===== src/rtl/trace_line_parser.sv =====
// ASCII trace-line parser: "<op> <hex addr><CR|LF>" -> cache command, one err_pulse per bad line.
// Optional TRACE_ERR_CNT_EN adds a saturating 16-bit err_count output.
module trace_line_parser #(
  parameter int MAX_DIGITS = 8
) (
  input  logic        clk,
  input  logic        rst,
  input  logic        ch_valid,
  input  logic [7:0]  ch_data,
  output logic        ch_ready,
  output logic        cmd_valid,
  output logic [3:0]  cmd_op,
  output logic [31:0] cmd_addr,
  input  logic        cmd_ready,
  output logic        err_pulse,
  output logic        busy
`ifdef TRACE_ERR_CNT_EN
  ,
  output logic [15:0] err_count
`endif
);

  localparam int CW = $clog2(MAX_DIGITS + 1);
  localparam logic [7:0] CH_SP  = 8'h20;
  localparam logic [7:0] CH_TAB = 8'h09;
  localparam logic [7:0] CH_CR  = 8'h0D;
  localparam logic [7:0] CH_LF  = 8'h0A;

  typedef enum logic [2:0] {IDLE, SEP, WS, ADDR, EMIT, SKIP} state_t;

  state_t         state_reg, state_next;
  logic [31:0]    acc_reg, acc_next;
  logic [CW-1:0]  cnt_reg, cnt_next;
  logic [3:0]     op_reg, op_next;
  logic           err_reg, err_next;

  logic           accept;
  logic           is_dec, is_hex, is_blank;
  logic [3:0]     hex_val;

  assign accept   = ch_valid && ch_ready;
  assign is_blank = (ch_data == CH_SP) || (ch_data == CH_TAB);
  assign is_dec   = (ch_data >= 8'h30) && (ch_data <= 8'h39);

  // Letters: the low nibble of 'A'..'F' and 'a'..'f' is 1..6, so +9 gives 10..15.
  always_comb begin
    is_hex  = 1'b0;
    hex_val = 4'd0;
    if (is_dec) begin
      is_hex  = 1'b1;
      hex_val = ch_data[3:0];
    end else if (((ch_data >= 8'h41) && (ch_data <= 8'h46)) ||
                 ((ch_data >= 8'h61) && (ch_data <= 8'h66))) begin
      is_hex  = 1'b1;
      hex_val = ch_data[3:0] + 4'd9;
    end
  end

  always_ff @(posedge clk or posedge rst) begin
    if (rst) begin
      state_reg <= IDLE;
      acc_reg   <= 32'd0;
      cnt_reg   <= '0;
      op_reg    <= 4'd0;
      err_reg   <= 1'b0;
    end else begin
      state_reg <= state_next;
      acc_reg   <= acc_next;
      cnt_reg   <= cnt_next;
      op_reg    <= op_next;
      err_reg   <= err_next;
    end
  end

  always_comb begin
    state_next = state_reg;
    acc_next   = acc_reg;
    cnt_next   = cnt_reg;
    op_next    = op_reg;
    err_next   = 1'b0;
    case (state_reg)
      IDLE: if (accept) begin
        if (is_dec) begin
          op_next    = ch_data[3:0];
          state_next = SEP;
        end else if (!(is_blank || ch_data == CH_CR || ch_data == CH_LF)) begin
          err_next   = 1'b1;
          state_next = SKIP;
        end
      end
      SEP: if (accept) begin
        if (is_blank) begin
          state_next = WS;
        end else begin
          err_next   = 1'b1;
          state_next = (ch_data == CH_LF) ? IDLE : SKIP;
        end
      end
      WS: if (accept) begin
        if (is_hex) begin
          acc_next   = {28'd0, hex_val};
          cnt_next   = CW'(1);
          state_next = ADDR;
        end else if (!is_blank) begin
          err_next   = 1'b1;
          state_next = (ch_data == CH_LF) ? IDLE : SKIP;
        end
      end
      ADDR: if (accept) begin
        if (is_hex && (cnt_reg != CW'(MAX_DIGITS))) begin
          acc_next = {acc_reg[27:0], hex_val};
          cnt_next = cnt_reg + CW'(1);
        end else if (ch_data == CH_CR || ch_data == CH_LF) begin
          state_next = EMIT;
        end else begin
          err_next   = 1'b1;
          state_next = SKIP;
        end
      end
      EMIT: if (cmd_ready) state_next = IDLE;
      SKIP: if (accept && ch_data == CH_LF) state_next = IDLE;
      default: state_next = IDLE;
    endcase
  end

  always_comb begin
    ch_ready  = (state_reg != EMIT);
    cmd_valid = (state_reg == EMIT);
    busy      = (state_reg != IDLE);
    err_pulse = err_reg;
    cmd_op    = cmd_valid ? op_reg : 4'd0;
    cmd_addr  = cmd_valid ? acc_reg : 32'd0;
  end

`ifdef TRACE_ERR_CNT_EN
  always_ff @(posedge clk or posedge rst) begin
    if (rst) begin
      err_count <= 16'd0;
    end else if (err_reg && (err_count != 16'hFFFF)) begin
      err_count <= err_count + 16'd1;
    end
  end
`endif

endmodule


===== config.mk =====
export PLATFORM = sky130hd
export DESIGN_NAME = trace_line_parser
export DESIGN_NICKNAME = d
export VERILOG_FILES = /design/src/rtl/trace_line_parser.sv
export SDC_FILE = /design/constraint.sdc
export NUM_CORES = 1
export LEC_CHECK = 0
export ABC_CLOCK_PERIOD_IN_PS = 2300
export CAP_MARGIN = 0
export CORE_MARGIN = 3
export CORE_UTILIZATION = 52
export CTS_BUF_LIST = sky130_fd_sc_hd__clkbuf_4 sky130_fd_sc_hd__clkbuf_8
export DETAILED_ROUTE_END_ITERATION = 16
export PLACE_DENSITY = 0.86
export SLEW_MARGIN = 5
export SYNTH_ARGS = -nofsm -noshare
export SYNTH_HDL_FRONTEND = slang
export SYNTH_SLANG_ARGS = --single-unit

===== constraint.sdc =====
create_clock -name clk -period 2.3 [get_ports clk]
set_input_delay 0.46 -clock clk [delete_from_list [all_inputs] [get_ports clk]]
set_output_delay 0.46 -clock clk [all_outputs]
set_load 0.01 [all_outputs]

==> flow_summary.toml, run 1 <==
# synthesis and place-and-route metrics
[floorplan]
die-area_mm2 = 0.00547
num_rows = 24
die_w_um = 74.0
floorplan.core_util = 0.544
ios = 52

[logic_synthesis]
synth_nets = 258
most_common_cell = "dfrtp_1"
top_cells_by_count = "dfrtp_1 (44), and3_1 (37), a22o_1 (29), clkbuf_1 (17)"
synth.distinct_cells = 48
yosysWarnings = 0
avgSynthCellArea_um2 = 10.1
synthCells = 239
top_cells_by_area = "dfrtp_1 (46%), a22o_1 (11%), and3_1 (9.6%)"

[final_layout]
largest_reg_flops = 32
finalInstanceArea_mm2 = 0.00351
syn2layout_area_growth_pct = 46.0
nNetsFinal = 328
drive_above_1_share = 0.200

[power_and_ir_drop]
total_power_uw = 2370

[place]
placed_area_mm2 = 0.00313
dp_hpwl_mm = 4.18
place_congestion = 0.879

[timing]
hold_viol = 0
period_used_share = 0.975
rsz0062_at_grt = "false"
drv_slew = 0
setup_violations = 0
finalSetupTns_ps = 0
maxSlewHeadroom = 0.562
fmax_mhz = 446
fin_crit_ps = 2240

[setup_path]
slowest_delay_ps = 540
critPathLaunchType = "flip-flop"
critPathSlowestCell = "clkdlybuf4s50_1"
required_ps = 1840
crit_type = "flip-flop to output pin"
critPathMaxFanout = 5
crit_buf_inv = 3
path_delay_family = "buffers and inverters"

[clock_tree]
clock_latency_ps = 310
cts-root-buf = "clkbuf_8"
cts-buffers-inserted = 5

[min_path]
holdCritPathClass = "flip-flop to flip-flop"

[global_route]
grtUsageTotal = 0.244
grt_pass1_wl_mm = 10.1

[status]
status = "complete, no violations"

[route]
drtIter0Drc = 199
dr.pass1.iters = 4
vias = 2243
wl_per_cell_um = 19.2
[run 1: layout by cell type, fill, tap and decap left out, types with 4 or more instances in the layout]
| cell type | synthesis | routed |
|---|---|---|
| and3_1 | 37 | 37 |
| o21ai_0 | 11 | 10 |
| dlymetal6s2s_1 | 0 | 38 |
| clkdlybuf4s50_1 | 0 | 10 |
| nor2b_1 | 4 | 4 |
| nand2_1 | 10 | 10 |
| buf_4 | 1 | 24 |
| mux2_2 | 6 | 6 |
| ha_1 | 7 | 7 |
| nor2_1 | 6 | 5 |
| buf_12 | 0 | 4 |
| nand3_1 | 5 | 5 |
| a22o_1 | 29 | 29 |
| clkbuf_8 | 0 | 5 |
| a21oi_1 | 9 | 7 |
| dfrtp_1 | 44 | 43 |
| inv_1 | 11 | 9 |
[run 1: through the flow]
step | instances | hold WS (ps)
after floorplan | 239 | 465
after global placement | 347 | 480
after detailed placement | 347 | 488
after CTS | 357 | 505
after global routing | 362 | 533
final | 362 | 505
[run 1: cells by family (layout without fill, tap and decap cells)]
| family | Yosys count | count (layout) | synth area share |
|---|---|---|---|
| buffers and inverters | 32 | 103 | 0.0531 |
| muxes | 7 | 7 | 0.0323 |
| DFF | 44 | 44 | 0.458 |
| AOI/OAI and AO/OA | 70 | 70 | 0.226 |
| and+or+nand+nor | 79 | 79 | 0.194 |
| adders and majority gates | 7 | 7 | 0.0365 |
[run 1: report_power, final]
group	internal, uW	total, uW	switching, uW
combinational	445	919	474
sequential	822	849	27.8
clock	334	601	266
total	1600	2370	769
[run 1: per-layer routing]
metal	part of all wire	global-route usage	vias to the layer above
li1	-	-	1034
met1	0.41	0.332	1097
met2	0.51	0.391	92
met3	0.062	0.0446	20
met4	0.022	0.0905	0
met5	0	0	-
[run 1: layout make-up]
class | instances | area [um^2] | share of cell area
inverter | 11 | 41.3 | 0.0118
timing repair buffer | 84 | 962 | 0.274
sequential | 44 | 1100 | 0.314
tap | 52 | 65.1 | 0.0185
multi-input combinational | 163 | 1230 | 0.350
clock buffer | 6 | 76.3 | 0.0218
clock inverter | 2 | 35.0 | 0.00999
[run 1: path summary, 6_finish.rpt]
check / startpoint / to / slack, ps / depth (start not counted)
max in group asynchronous: rst / cnt_reg[0]$_DFFE_PP0P_ / 1150 / 3
min in group asynchronous: rst / acc_reg[18]$_DFFE_PP0P_ / 560 / 2
max reg2reg: cnt_reg[0]$_DFFE_PP0P_ / cnt_reg[2]$_DFFE_PP0P_ / 320 / 7
min reg2reg: acc_reg[28]$_DFFE_PP0P_ / acc_reg[28]$_DFFE_PP0P_ / 510 / 1
max: state_reg[1]$_DFFE_PP0P_ / cmd_addr[12] / 60 / 5
min: acc_reg[28]$_DFFE_PP0P_ / acc_reg[28]$_DFFE_PP0P_ / 510 / 1
[run 1: what timing repair did]
action / 4_1_cts / 5_1_grt
setup buffers: 1 / 2
hold buffers: 0 / 0
pin swaps: 4 / 8
resized: 10 / 45
cloned: 1 / 3
endpoints found under the setup margin: 72 / 72
==> run_1/class_map.png <==
The bar under the picture is 20 um long.
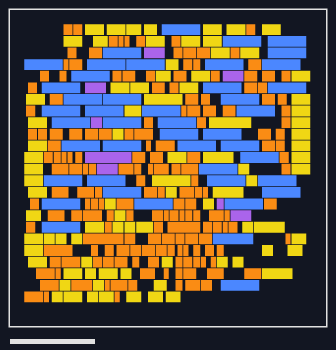
[blue] registers | cells: 44
[purple] clock drivers and dummy loads | cells: 8
[orange] remaining logic cells | cells: 174
[yellow] remaining buffers and delay cells | cells: 84

==> run_1/clock_wires.png <==
The bar under the picture is 20 um long.
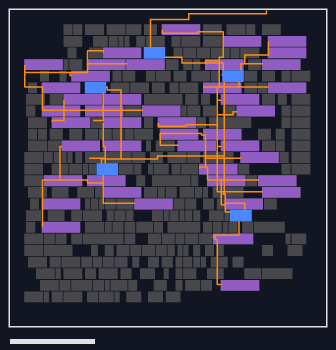
[purple] flip-flops | count: 44
[orange] clock wires | length: 526 um
[blue] clock-net drivers | count: 5
routed clock nets: 6

==> run_1/gates.png <==
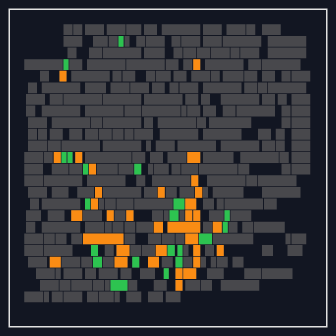
[green] nand cells | cells: 20 | most used: nand2_1
[orange] aoi and oai cells | cells: 33 | most used: o21ai_0

==> run 2, diff against run 1 <==
--- a/config.mk
+++ b/config.mk
@@ -5,13 +5,14 @@
 export SDC_FILE = /design/constraint.sdc
 export NUM_CORES = 1
 export LEC_CHECK = 0
-export ABC_CLOCK_PERIOD_IN_PS = 2300
+export ABC_CLOCK_PERIOD_IN_PS = 1860
 export CAP_MARGIN = 0
+export CORE_ASPECT_RATIO = 0.75
 export CORE_MARGIN = 3
-export CORE_UTILIZATION = 52
+export CORE_UTILIZATION = 47
 export CTS_BUF_LIST = sky130_fd_sc_hd__clkbuf_4 sky130_fd_sc_hd__clkbuf_8
 export DETAILED_ROUTE_END_ITERATION = 16
-export PLACE_DENSITY = 0.86
+export PLACE_DENSITY = 0.82
 export SLEW_MARGIN = 5
 export SYNTH_ARGS = -nofsm -noshare
 export SYNTH_HDL_FRONTEND = slang
==> constraint.sdc (replaced) <==
create_clock -name clk -period 1.86 [get_ports clk]
set_input_delay 0.372 -clock clk [delete_from_list [all_inputs] [get_ports clk]]
set_output_delay 0.372 -clock clk [all_outputs]
set_load 0.01 [all_outputs]
==> run_2/placed.png <==
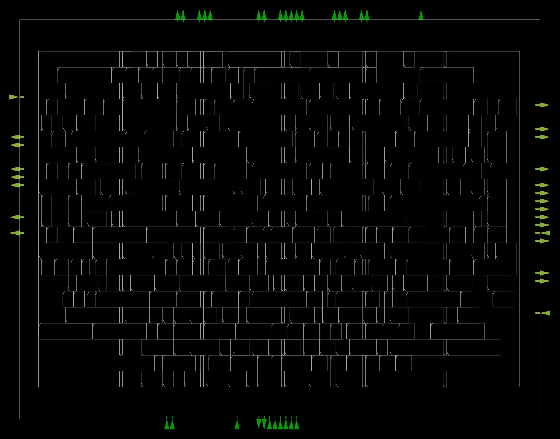
fillers: 305
FFs & Latches: 44
core area: 0.00468 mm^2

==> run_2/class_map.png <==
The bar under the picture is 20 um long.
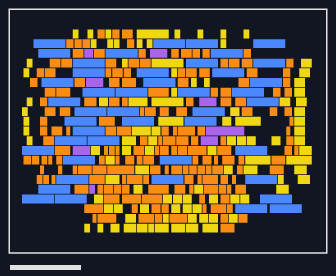
[orange] remaining logic cells | cells: 174
[purple] clock drivers and dummy loads | cells: 8
[yellow] remaining buffers and delay cells | cells: 99
[blue] registers | cells: 44

==> run 2 against run 1 <==
  * The flow now finishes with violations (setup timing)
  * Final area is 1.5% lower
  * Hold slack worse by 95 ps
  * Area after synthesis stayed put
  * Non-clock buffer count is 15 higher
  * First-iteration DRC count is 29% higher
  * Routed wire length is 3.4% higher
  * Setup slack worse by 93 ps
  * Register-to-register slack worse by 280 ps
  * Sequential power is 25% higher
  * Combinational power is 24% higher
  * Utilization is 5.6 points lower
  * Global-route usage is 1.7 points lower
  * Critical path type is now input pin to flip-flop
  * Critical endpoint is now err_pulse$_DFF_PP0_
  * Largest power group unchanged
==> flow_summary.toml, run 2 <==
# synthesis and place-and-route metrics
[route]
drtIter0Drc = 256

[power_and_ir_drop]
swShare = 0.330
clockPowerShare = 0.254
intPower_uw = 1970
power_frac_comb = 0.388

[final_layout]
nNetsFinal = 343
lay_top_cells = "dfrtp_1 (44), and3_1 (36), buf_4 (35), a22o_1 (29), buf_2 (27)"

[floorplan]
die_w_um = 88.6
die-area_mm2 = 0.00601
floorplan.core_util = 0.514
num_rows = 21
ios = 52

[logic_synthesis]
synth_nets = 258
yosysWarnings = 0
synthCells = 239
top_cells_by_area = "dfrtp_1 (46%), a22o_1 (11%), and3_1 (9.6%)"
avgSynthCellArea_um2 = 10.1
synth.distinct_cells = 48

[setup_path]
reg2reg_setup_slack_ps = 40
critPathLaunch = "ch_data[7]"
required_ps = 2050
critPathLaunchType = "input pin"
critPathMaxFanout = 7
path_delay_family = "AND-OR/OR-AND gates"
reg2reg_from = "cnt_reg[0]$_DFFE_PP0P_"

[status]
status = "finished with violations"
violations = "setup timing"

[timing]
setup_violations = 5
fmax_mhz = 527
finalSetupTns_ps = -102
hold_viol = 0
fin_ws_ps = -36.7
fin_crit_ps = 1900
rsz0062_at_grt = "true"
drv_slew = 0

[clock_tree]
cts-buffers-inserted = 5
cts-root-buf = "clkbuf_8"
clock_latency_ps = 300

[global_route]
grtUsageTotal = 0.226
grt_pass1_wl_mm = 10.6

[place]
place_congestion = 0.922
placed_area_mm2 = 0.00325
==> run_2/gates.png <==
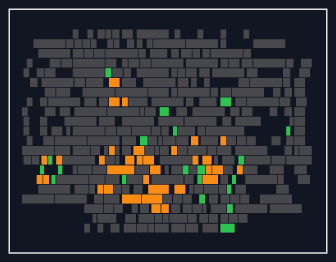
[green] nand cells | cells: 20 | most used: nand2_1
[orange] aoi and oai cells | cells: 33 | most used: o21ai_0

## run 2: cell counts after synthesis
No cell type changed its count.
## run 2: worst paths after layout
kind | end
setup reg to reg | cnt_reg[3]$_DFFE_PP0P_
hold / removal | acc_reg[27]$_DFFE_PP0P_
hold reg to reg | acc_reg[28]$_DFFE_PP0P_
setup / recovery | err_pulse$_DFF_PP0_
max in group asynchronous | op_reg[0]$_DFFE_PP0P_
min in group clk | op_reg[1]$_DFFE_PP0P_
## run 2: worst min-delay path, cell delays in order
cell and delay (ps):
clkdlybuf4s50_1 400, clkinv_1 70, buf_12 230
## run 2: layout make-up
cell class / count / area (um^2)
Inverter: 11 / 45.0
Multi-Input combinational cell: 163 / 1280
Clock inverter: 2 / 35.0
Sequential cell: 44 / 1100
Fill cell: 305 / 1220
Clock buffer: 6 / 76.3
Timing Repair Buffer: 99 / 843
Tap cell: 57 / 71.3
## run 2: cell families after synthesis
logic type      count (synthesis)  share of synthesized area
simple gates                   79                      0.194
compound gates                 70                      0.226
flops                          44                      0.458
buf+inv                        32                     0.0531
mux                             7                     0.0323
fa+ha+maj                       7                     0.0365
## run 2: power by group through the flow
| stage | combinational [uW] | clock [uW] | sequential, uW |
|---|---|---|---|
| 6_report | 1140 | 746 | 1060 |
| 3_3_place_gp | 921 | 0 | 1070 |
| 2_1_floorplan | 497 | 0 | 1060 |
| 3_5_place_dp | 946 | 0 | 1070 |
| 4_1_cts | 954 | 742 | 1060 |
| 5_1_grt | 1210 | 801 | 1060 |
## run 2: layer usage
layer | wire length [um] | GRT usage
met1 | 3080 | 0.321
met2 | 3430 | 0.354
met3 | 538 | 0.0469
met4 | 136 | 0.0623
met5 | 0 | 0
## run 2: through the flow
step                      total power (uW)  hold WS (ps)  instances
after floorplan                       1560           465        239
after global placement                1990           488        363
after detailed placement              2020           491        363
after CTS                             2750           422        378
after global routing                  3070           434        382
final                                 2940           410        382
## run 2: repair_timing
item                                    in CTS  in global routing
hold buffers                                 0                  0
pin swaps                                    8                 10
endpoints found under the setup margin      83                 50
cloned                                       0                  3
setup buffers                                7                  1
resized                                    144                 35
No activity file was given, so power comes from the tool's default toggle rates.
